class_map.png
Bar = 20 um. Fill, decap, tap and diode cells in gray.
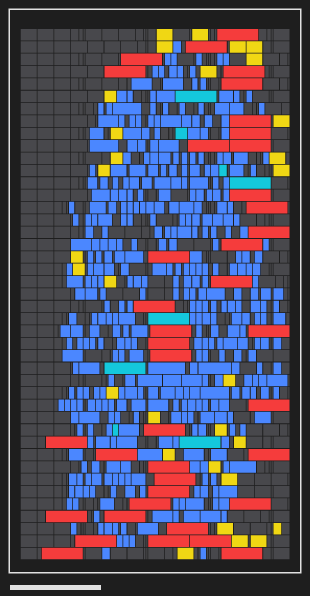
util_map.png
6 x 12 tiles, from white (low) to dark blue (high), 0 to 100% covered.
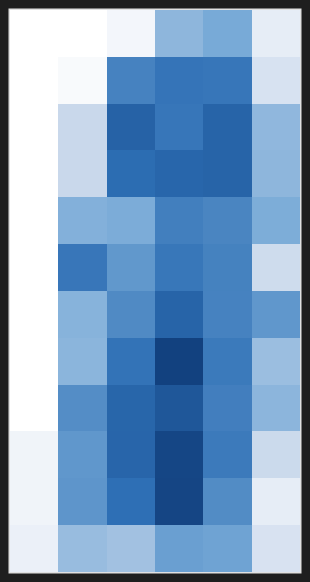
m4.png
Bar = 20 um. Supply wires on this layer in gray.
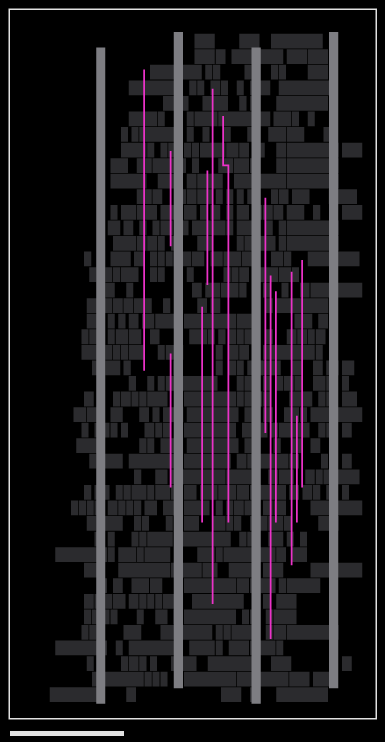
**src/rtl/lcd_pkg.sv**
```systemverilog
// Shared constants for the LCD pixel streamer: panel size, RGB565 colours,
// pattern codes and FSM state encoding.
package lcd_pkg;

  localparam int DEF_WIDTH  = 160;
  localparam int DEF_HEIGHT = 80;
  localparam int COORD_W    = 8;

  localparam logic [15:0] RGB_WHITE   = 16'hFFFF;
  localparam logic [15:0] RGB_YELLOW  = 16'hFFE0;
  localparam logic [15:0] RGB_CYAN    = 16'h07FF;
  localparam logic [15:0] RGB_GREEN   = 16'h07E0;
  localparam logic [15:0] RGB_MAGENTA = 16'hF81F;
  localparam logic [15:0] RGB_RED     = 16'hF800;
  localparam logic [15:0] RGB_BLUE    = 16'h001F;
  localparam logic [15:0] RGB_BLACK   = 16'h0000;

  typedef enum logic [1:0] {
    PAT_BARS     = 2'd0,
    PAT_CHECKER  = 2'd1,
    PAT_GRADIENT = 2'd2,
    PAT_SCROLL   = 2'd3
  } pattern_e;

  typedef enum logic [1:0] {
    ST_IDLE = 2'd0,
    ST_HI   = 2'd1,
    ST_LO   = 2'd2,
    ST_DONE = 2'd3
  } state_e;

  function automatic logic [15:0] bar_colour(input logic [2:0] idx);
    logic [15:0] c;
    case (idx)
      3'd0:    c = RGB_WHITE;
      3'd1:    c = RGB_YELLOW;
      3'd2:    c = RGB_CYAN;
      3'd3:    c = RGB_GREEN;
      3'd4:    c = RGB_MAGENTA;
      3'd5:    c = RGB_RED;
      3'd6:    c = RGB_BLUE;
      default: c = RGB_BLACK;
    endcase
    return c;
  endfunction

endpackage

```
**src/rtl/lcd_pixel_stream_if.sv**
```systemverilog
// Byte-stream bundle between a frame requester, the pixel streamer and the
// downstream SPI/LCD writer. The streamer sits on the slave side.
interface lcd_pixel_stream_if;
  logic       start;
  logic [1:0] pattern_sel;
  logic       byte_ready;
  logic       byte_valid;
  logic [7:0] byte_data;
  logic       busy;
  logic       frame_done;

  modport master (
    output start, pattern_sel, byte_ready,
    input  byte_valid, byte_data, busy, frame_done
  );

  modport slave (
    input  start, pattern_sel, byte_ready,
    output byte_valid, byte_data, busy, frame_done
  );
endinterface

```
**src/rtl/lcd_pattern_gen.sv**
```systemverilog
// Combinational test-pattern pixel function: (x, y, scroll offset, pattern) -> RGB565.
module lcd_pattern_gen
  import lcd_pkg::*;
#(
  parameter int WIDTH = DEF_WIDTH
) (
  input  logic [COORD_W-1:0] x,
  input  logic [COORD_W-1:0] y,
  input  logic [COORD_W-1:0] offset,
  input  pattern_e           pattern,
  output logic [15:0]        pixel
);

  localparam int BAR_W = WIDTH / 8;

  logic [COORD_W:0]   scroll_sum;
  logic [COORD_W-1:0] col;
  logic [2:0]         bar_idx;
  logic               unused_y;

  assign unused_y = ^{y[7], y[1:0]};

  always_comb begin
    scroll_sum = {1'b0, x} + {1'b0, offset};
    col        = x;
    // Both operands are below WIDTH, so one conditional subtract is a full modulo.
    if (pattern == PAT_SCROLL) begin
      if (scroll_sum >= (COORD_W+1)'(WIDTH)) begin
        col = COORD_W'(scroll_sum - (COORD_W+1)'(WIDTH));
      end else begin
        col = scroll_sum[COORD_W-1:0];
      end
    end

    bar_idx = 3'd7;
    if ((int'(col) / BAR_W) < 8) begin
      bar_idx = 3'(int'(col) / BAR_W);
    end

    pixel = RGB_BLACK;
    case (pattern)
      PAT_BARS,
      PAT_SCROLL:   pixel = bar_colour(bar_idx);
      PAT_CHECKER:  pixel = (x[3] ^ y[3]) ? RGB_BLACK : RGB_WHITE;
      PAT_GRADIENT: pixel = {y[6:2], x[7:2], 5'b0_0000};
      default:      pixel = RGB_BLACK;
    endcase
  end

endmodule

```
**src/rtl/lcd_pixel_stream.sv**
```systemverilog
// Streams one test-pattern frame as RGB565 bytes (high byte first); first byte 1 cycle after START.
// Holds byte, coordinates and state while BYTE_VALID is high and BYTE_READY is low.
module lcd_pixel_stream
  import lcd_pkg::*;
#(
  parameter int WIDTH  = DEF_WIDTH,
  parameter int HEIGHT = DEF_HEIGHT
) (
  input logic                clk,
  input logic                rst_n,
  lcd_pixel_stream_if.slave  bus
);

  localparam logic [COORD_W-1:0] X_LAST = COORD_W'(WIDTH - 1);
  localparam logic [COORD_W-1:0] Y_LAST = COORD_W'(HEIGHT - 1);

  state_e             state_q, state_d;
  logic [COORD_W-1:0] x_q, x_d;
  logic [COORD_W-1:0] y_q, y_d;
  logic [COORD_W-1:0] off_q, off_d;
  pattern_e           pat_q, pat_d;
  logic               vld_q, vld_d;
  logic [7:0]         data_q, data_d;
  logic               busy_q, busy_d;
  logic               done_q, done_d;

  logic               handshake;
  logic               last_px;
  logic [15:0]        pixel;

  // Pixel is looked up from the next-cycle coordinates so the byte register
  // always matches the coordinates it is loaded alongside.
  lcd_pattern_gen #(.WIDTH(WIDTH)) u_pattern_gen (
    .x       (x_d),
    .y       (y_d),
    .offset  (off_q),
    .pattern (pat_d),
    .pixel   (pixel)
  );

  always_comb begin : fsm_comb
    state_d   = state_q;
    x_d       = x_q;
    y_d       = y_q;
    off_d     = off_q;
    pat_d     = pat_q;
    handshake = vld_q & bus.byte_ready;
    last_px   = (x_q == X_LAST) && (y_q == Y_LAST);

    case (state_q)
      ST_IDLE: begin
        if (bus.start) begin
          pat_d   = pattern_e'(bus.pattern_sel);
          x_d     = '0;
          y_d     = '0;
          state_d = ST_HI;
        end
      end
      ST_HI: begin
        if (handshake) state_d = ST_LO;
      end
      ST_LO: begin
        if (handshake) begin
          if (last_px) begin
            state_d = ST_DONE;
          end else begin
            state_d = ST_HI;
            if (x_q == X_LAST) begin
              x_d = '0;
              y_d = y_q + COORD_W'(1);
            end else begin
              x_d = x_q + COORD_W'(1);
            end
          end
        end
      end
      ST_DONE: begin
        state_d = ST_IDLE;
        off_d   = (off_q == X_LAST) ? '0 : off_q + COORD_W'(1);
      end
      default: state_d = ST_IDLE;
    endcase
  end

  always_comb begin : out_comb
    vld_d  = (state_d == ST_HI) || (state_d == ST_LO);
    busy_d = (state_d != ST_IDLE);
    done_d = (state_d == ST_DONE);
    data_d = data_q;
    if (state_d == ST_HI) begin
      data_d = pixel[15:8];
    end else if (state_d == ST_LO) begin
      data_d = pixel[7:0];
    end
  end

  always_ff @(posedge clk or negedge rst_n) begin
    if (!rst_n) begin
      state_q <= ST_IDLE;
      x_q     <= '0;
      y_q     <= '0;
      off_q   <= '0;
      pat_q   <= PAT_BARS;
      vld_q   <= 1'b0;
      data_q  <= 8'h00;
      busy_q  <= 1'b0;
      done_q  <= 1'b0;
    end else begin
      state_q <= state_d;
      x_q     <= x_d;
      y_q     <= y_d;
      off_q   <= off_d;
      pat_q   <= pat_d;
      vld_q   <= vld_d;
      data_q  <= data_d;
      busy_q  <= busy_d;
      done_q  <= done_d;
    end
  end

  assign bus.byte_valid = vld_q;
  assign bus.byte_data  = data_q;
  assign bus.busy       = busy_q;
  assign bus.frame_done = done_q;

endmodule

```
**src/flat_wrapper.sv**
```systemverilog
// flat-port wrapper written by rule: the top's interface ports become plain ports
module lcd_pixel_stream_flat import lcd_pkg::*;
#(
  parameter int WIDTH  = DEF_WIDTH,
  parameter int HEIGHT = DEF_HEIGHT
)
  (clk, rst_n, bus_start, bus_pattern_sel, bus_byte_ready, bus_byte_valid, bus_byte_data, bus_busy, bus_frame_done);
  lcd_pixel_stream_if bus_i ();
  input logic clk;
  input logic rst_n;
  input wire logic [$bits(bus_i.start)-1:0] bus_start;
  input wire logic [$bits(bus_i.pattern_sel)-1:0] bus_pattern_sel;
  input wire logic [$bits(bus_i.byte_ready)-1:0] bus_byte_ready;
  output wire logic [$bits(bus_i.byte_valid)-1:0] bus_byte_valid;
  output wire logic [$bits(bus_i.byte_data)-1:0] bus_byte_data;
  output wire logic [$bits(bus_i.busy)-1:0] bus_busy;
  output wire logic [$bits(bus_i.frame_done)-1:0] bus_frame_done;
  assign bus_i.start = bus_start;
  assign bus_i.pattern_sel = bus_pattern_sel;
  assign bus_i.byte_ready = bus_byte_ready;
  assign bus_byte_valid = bus_i.byte_valid;
  assign bus_byte_data = bus_i.byte_data;
  assign bus_busy = bus_i.busy;
  assign bus_frame_done = bus_i.frame_done;
  lcd_pixel_stream #(.WIDTH(WIDTH), .HEIGHT(HEIGHT)) u_core (.clk(clk), .rst_n(rst_n), .bus(bus_i));
endmodule
```
**config.mk**
```make
export PLATFORM = sky130hd
export DESIGN_NAME = lcd_pixel_stream_flat
export DESIGN_NICKNAME = d
export VERILOG_FILES = /design/src/rtl/lcd_pkg.sv /design/src/rtl/lcd_pixel_stream_if.sv /design/src/rtl/lcd_pattern_gen.sv /design/src/rtl/lcd_pixel_stream.sv /design/src/flat_wrapper.sv
export SDC_FILE = /design/constraint.sdc
export NUM_CORES = 1
export LEC_CHECK = 0
export ABC_AREA = 1
export CAP_MARGIN = 20
export CORE_ASPECT_RATIO = 2
export CORE_MARGIN = 2
export CORE_UTILIZATION = 45
export DETAILED_ROUTE_END_ITERATION = 8
export PLACE_DENSITY = 0.75
export SLEW_MARGIN = 15
export SYNTH_ARGS = -nofsm -noshare
export SYNTH_HDL_FRONTEND = slang
export SYNTH_SLANG_ARGS = --single-unit
```
**constraint.sdc**
```tcl
create_clock -name clk -period 5.49 [get_ports clk]
set_input_delay 0.8235 -clock clk [delete_from_list [all_inputs] [get_ports clk]]
set_output_delay 0.8235 -clock clk [all_outputs]
set_load 0.01 [all_outputs]
```
==> flow_summary.json <==
{
  "grt_remaining_overflow": 0,
  "min_from": "u_core.bus.byte_data[7]",
  "enable_flop_cells": 0,
  "syn-cell-area_sq_um": 3230,
  "min_to": "u_core.bus.byte_data[7]",
  "topCellsByArea": "dfrtp_1 (30%), nand2_1 (12%), inv_1 (8.5%)",
  "grt_pass1_wl_um": 13400,
  "ys_seq_frac": 0.302,
  "p_per_area_nw_per_um2": 547,
  "crit_arrival_ns": 5.18,
  "ys_warn_count": 0,
  "syn2layout_area_growth_pct": 16.5,
  "fmax_ghz": 0.199,
  "cts_tree": "built",
  "ctsHtreeMaxLevel": 2,
  "tns_ns": 0,
  "crit_family": "simple AND/OR/NAND/NOR gates",
  "hold_viol": 0,
  "reg2reg_from": "u_core.x_q[0]",
  "io_pins": 17,
  "startpoint_type": "input pin",
  "place.gp.congestion": 0.966,
  "critPathSlowestCell": "clkdlybuf4s50_1",
  "syn-num-nets": 477,
  "syn_avg_cell_area_sq_um": 7.15,
  "final_max_slew_viol_count": 0,
  "pwr-share-clk": 0.141,
  "antenna_found_initial": 0,
  "cts_buffers": 5,
  "syn_inst": 451,
  "cts_sinks": 39,
  "clkTransAtPathRegs_ns": 0.06,
  "yosysTopAreaCell": "dfrtp_1",
  "worstMarginPinSlew_ns": 0.869,
  "diodes": 0,
  "die_w_um": 63.9,
  "slowest_delay_ns": 0.47,
  "fill_cells": 651,
  "top_cell_area_share": 0.302,
  "r2r_setup_slack_ns": 0.57,
  "layout_setup_ws_ns": 0.477,
  "clock_skew_ns": 0.00613,
  "warnings": 30,
  "min_delay_path_depth": 2,
  "status": "complete, no violations",
  "power.total_mw": 2.05,
  "ys_cells": 451,
  "synth-area-yosys_sq_um": 3230,
  "slew_headroom": 0.421,
  "postRouteAntennaNets": 0,
  "drt_iter0_drc": 158,
  "grt_pass1_vias": 3073,
  "met2_usage": 0.412,
  "nets": 510,
  "busiest_layer": "met2",
  "synthArstFlopShare": 1.00,
  "routed_via_density": 5.33,
  "crit_buf_inv": 6,
  "wl_per_cell_um": 13.7,
  "clock-root-buffer": "clkbuf_16",
  "hold_path.class": "flip-flop to flip-flop",
  "place_ws_ns": 0.0754,
  "finalCritPeriodShare": 0.913,
  "chipArea_sq_um": 7910,
  "intPower_mw": 1.05,
  "clock.latency.late_pin_ns": 0.29,
  "common_cells": "nand2_1 (107), inv_1 (73), nand3_1 (42), dfrtp_1 (39), nor2_1 (30)",
  "io_buffers": 16,
  "dp_hpwl_um": 6310,
  "final_layout_size_suffix_gt1_frac": 0.181,
  "die_h_um": 124
}
Notes on class_map.png above:
class	color	cells
remaining buffers and delay cells	yellow	30
registers	red	39
remaining logic cells	blue	408
clock drivers and dummy loads	cyan	8
design area: 3760 sq um
Core Region: 6940 sq um
fin util: 0.542
row cnt: 43
Seq area share: 0.260

Notes on util_map.png above:
mean over tiles	46%
fullest tile	93%
nearly empty tiles	14%
tiles over 75% full	17%
fp util: 0.465

Notes on m4.png above:
share of all routed wire	7.1%
nets with wire on the layer	13
wire length on this layer	563 um
DR vias: 3,066
Post-Route WL: 7890 um

layout make-up:
class                   instances  area [sq um]  area share
clock buffers                   6           129      0.0343
clock inverters                 2          12.5     0.00333
inverters                      80           302      0.0802
multi-input cells             328          1970       0.523
flip-flops and latches         39           976       0.260
well taps                      90           113      0.0300
repair buffers                 30           260      0.0692
worst max path at each step:
stage                         startpoint                 endpoint  slack, ns  depth (start not counted)
final                     bus_byte_ready  u_core.bus.byte_data[0]       0.48                         38
after global routing      bus_byte_ready  u_core.bus.byte_data[0]      -0.01                         37
after CTS                 bus_byte_ready  u_core.bus.byte_data[0]       0.36                         38
after detailed placement  bus_byte_ready  u_core.bus.byte_data[0]       0.08                         38
after global placement    bus_byte_ready  u_core.bus.byte_data[0]       0.21                         38
after floorplan           bus_byte_ready  u_core.bus.byte_data[0]       0.83                         37
registers in the layout, summed over array words and instances, names as in the netlist:
signal	cells
u_core.off_q	8
u_core.y_q	8
u_core.bus.busy	1
u_core.bus.byte_data	8
u_core.x_q	8
u_core.bus.frame_done	1
u_core.state_q	2
u_core.pat_q	2
u_core.bus.byte_valid	1
power groups by stage:
stage,Combinational [mW],Sequential (mW),Clock (mW)
after floorplan,0.947,0.452,0
after global placement,1.26,0.441,0
after detailed placement,1.29,0.443,0
after CTS,1.30,0.439,0.293
after global routing,1.49,0.452,0.302
final,1.32,0.441,0.290
cell usage in the layout (no fill, tap or decap), types with 3 or more instances in the layout:
cell type,netlist,layout
nor3_1,3,3
nand2_1,107,105
a21oi_1,20,17
a22oi_1,3,3
nor2_2,5,5
nand3_2,7,7
inv_1,73,73
nand3_4,3,3
o21ai_0,19,18
nand4_1,13,13
dfrtp_1,39,39
clkdlybuf4s50_1,0,15
ha_1,19,17
inv_2,6,6
nand3_1,42,42
buf_4,2,14
nand2_2,11,13
nor2_1,30,29
nand2_4,3,3
clkbuf_16,0,5
nor2_4,3,4
xor2_1,6,6
a21oi_2,8,10
layer usage:
layer	wire length [um]	vias up
li1	-	1526
met1	2800	1448
met2	4360	63
met3	169	29
met4	563	0
met5	0	-
tightest hold or removal path, cell delays in order, from the launching register on:
cell and delay, ns:
dfrtp_1 0.35, nand2_1 0.05, nand2_1 0.05
logic make-up after synthesis:
logic type	share of synthesized area
xor gates and xnor gates	0.0190
and+or+nand+nor	0.364
buffers and inverters	0.103
AOI/OAI and AO/OA	0.129
adders and majority gates	0.0799
DFF	0.302
muxes	0.00310
repair_timing:
item	in CTS	in global routing
endpoints found under the setup margin	0	8
resized	0	14
hold buffers	0	0
buffers inserted	0	1
hold endpoints to repair	0	0
through the flow:
stage                     hold WS [ns]  std cells
final                            0.489        575
after global routing             0.517        575
after CTS                        0.493        574
after detailed placement         0.480        566
after global placement           0.464        566
after floorplan                  0.478        451
Power and IR drop assume default switching activity.
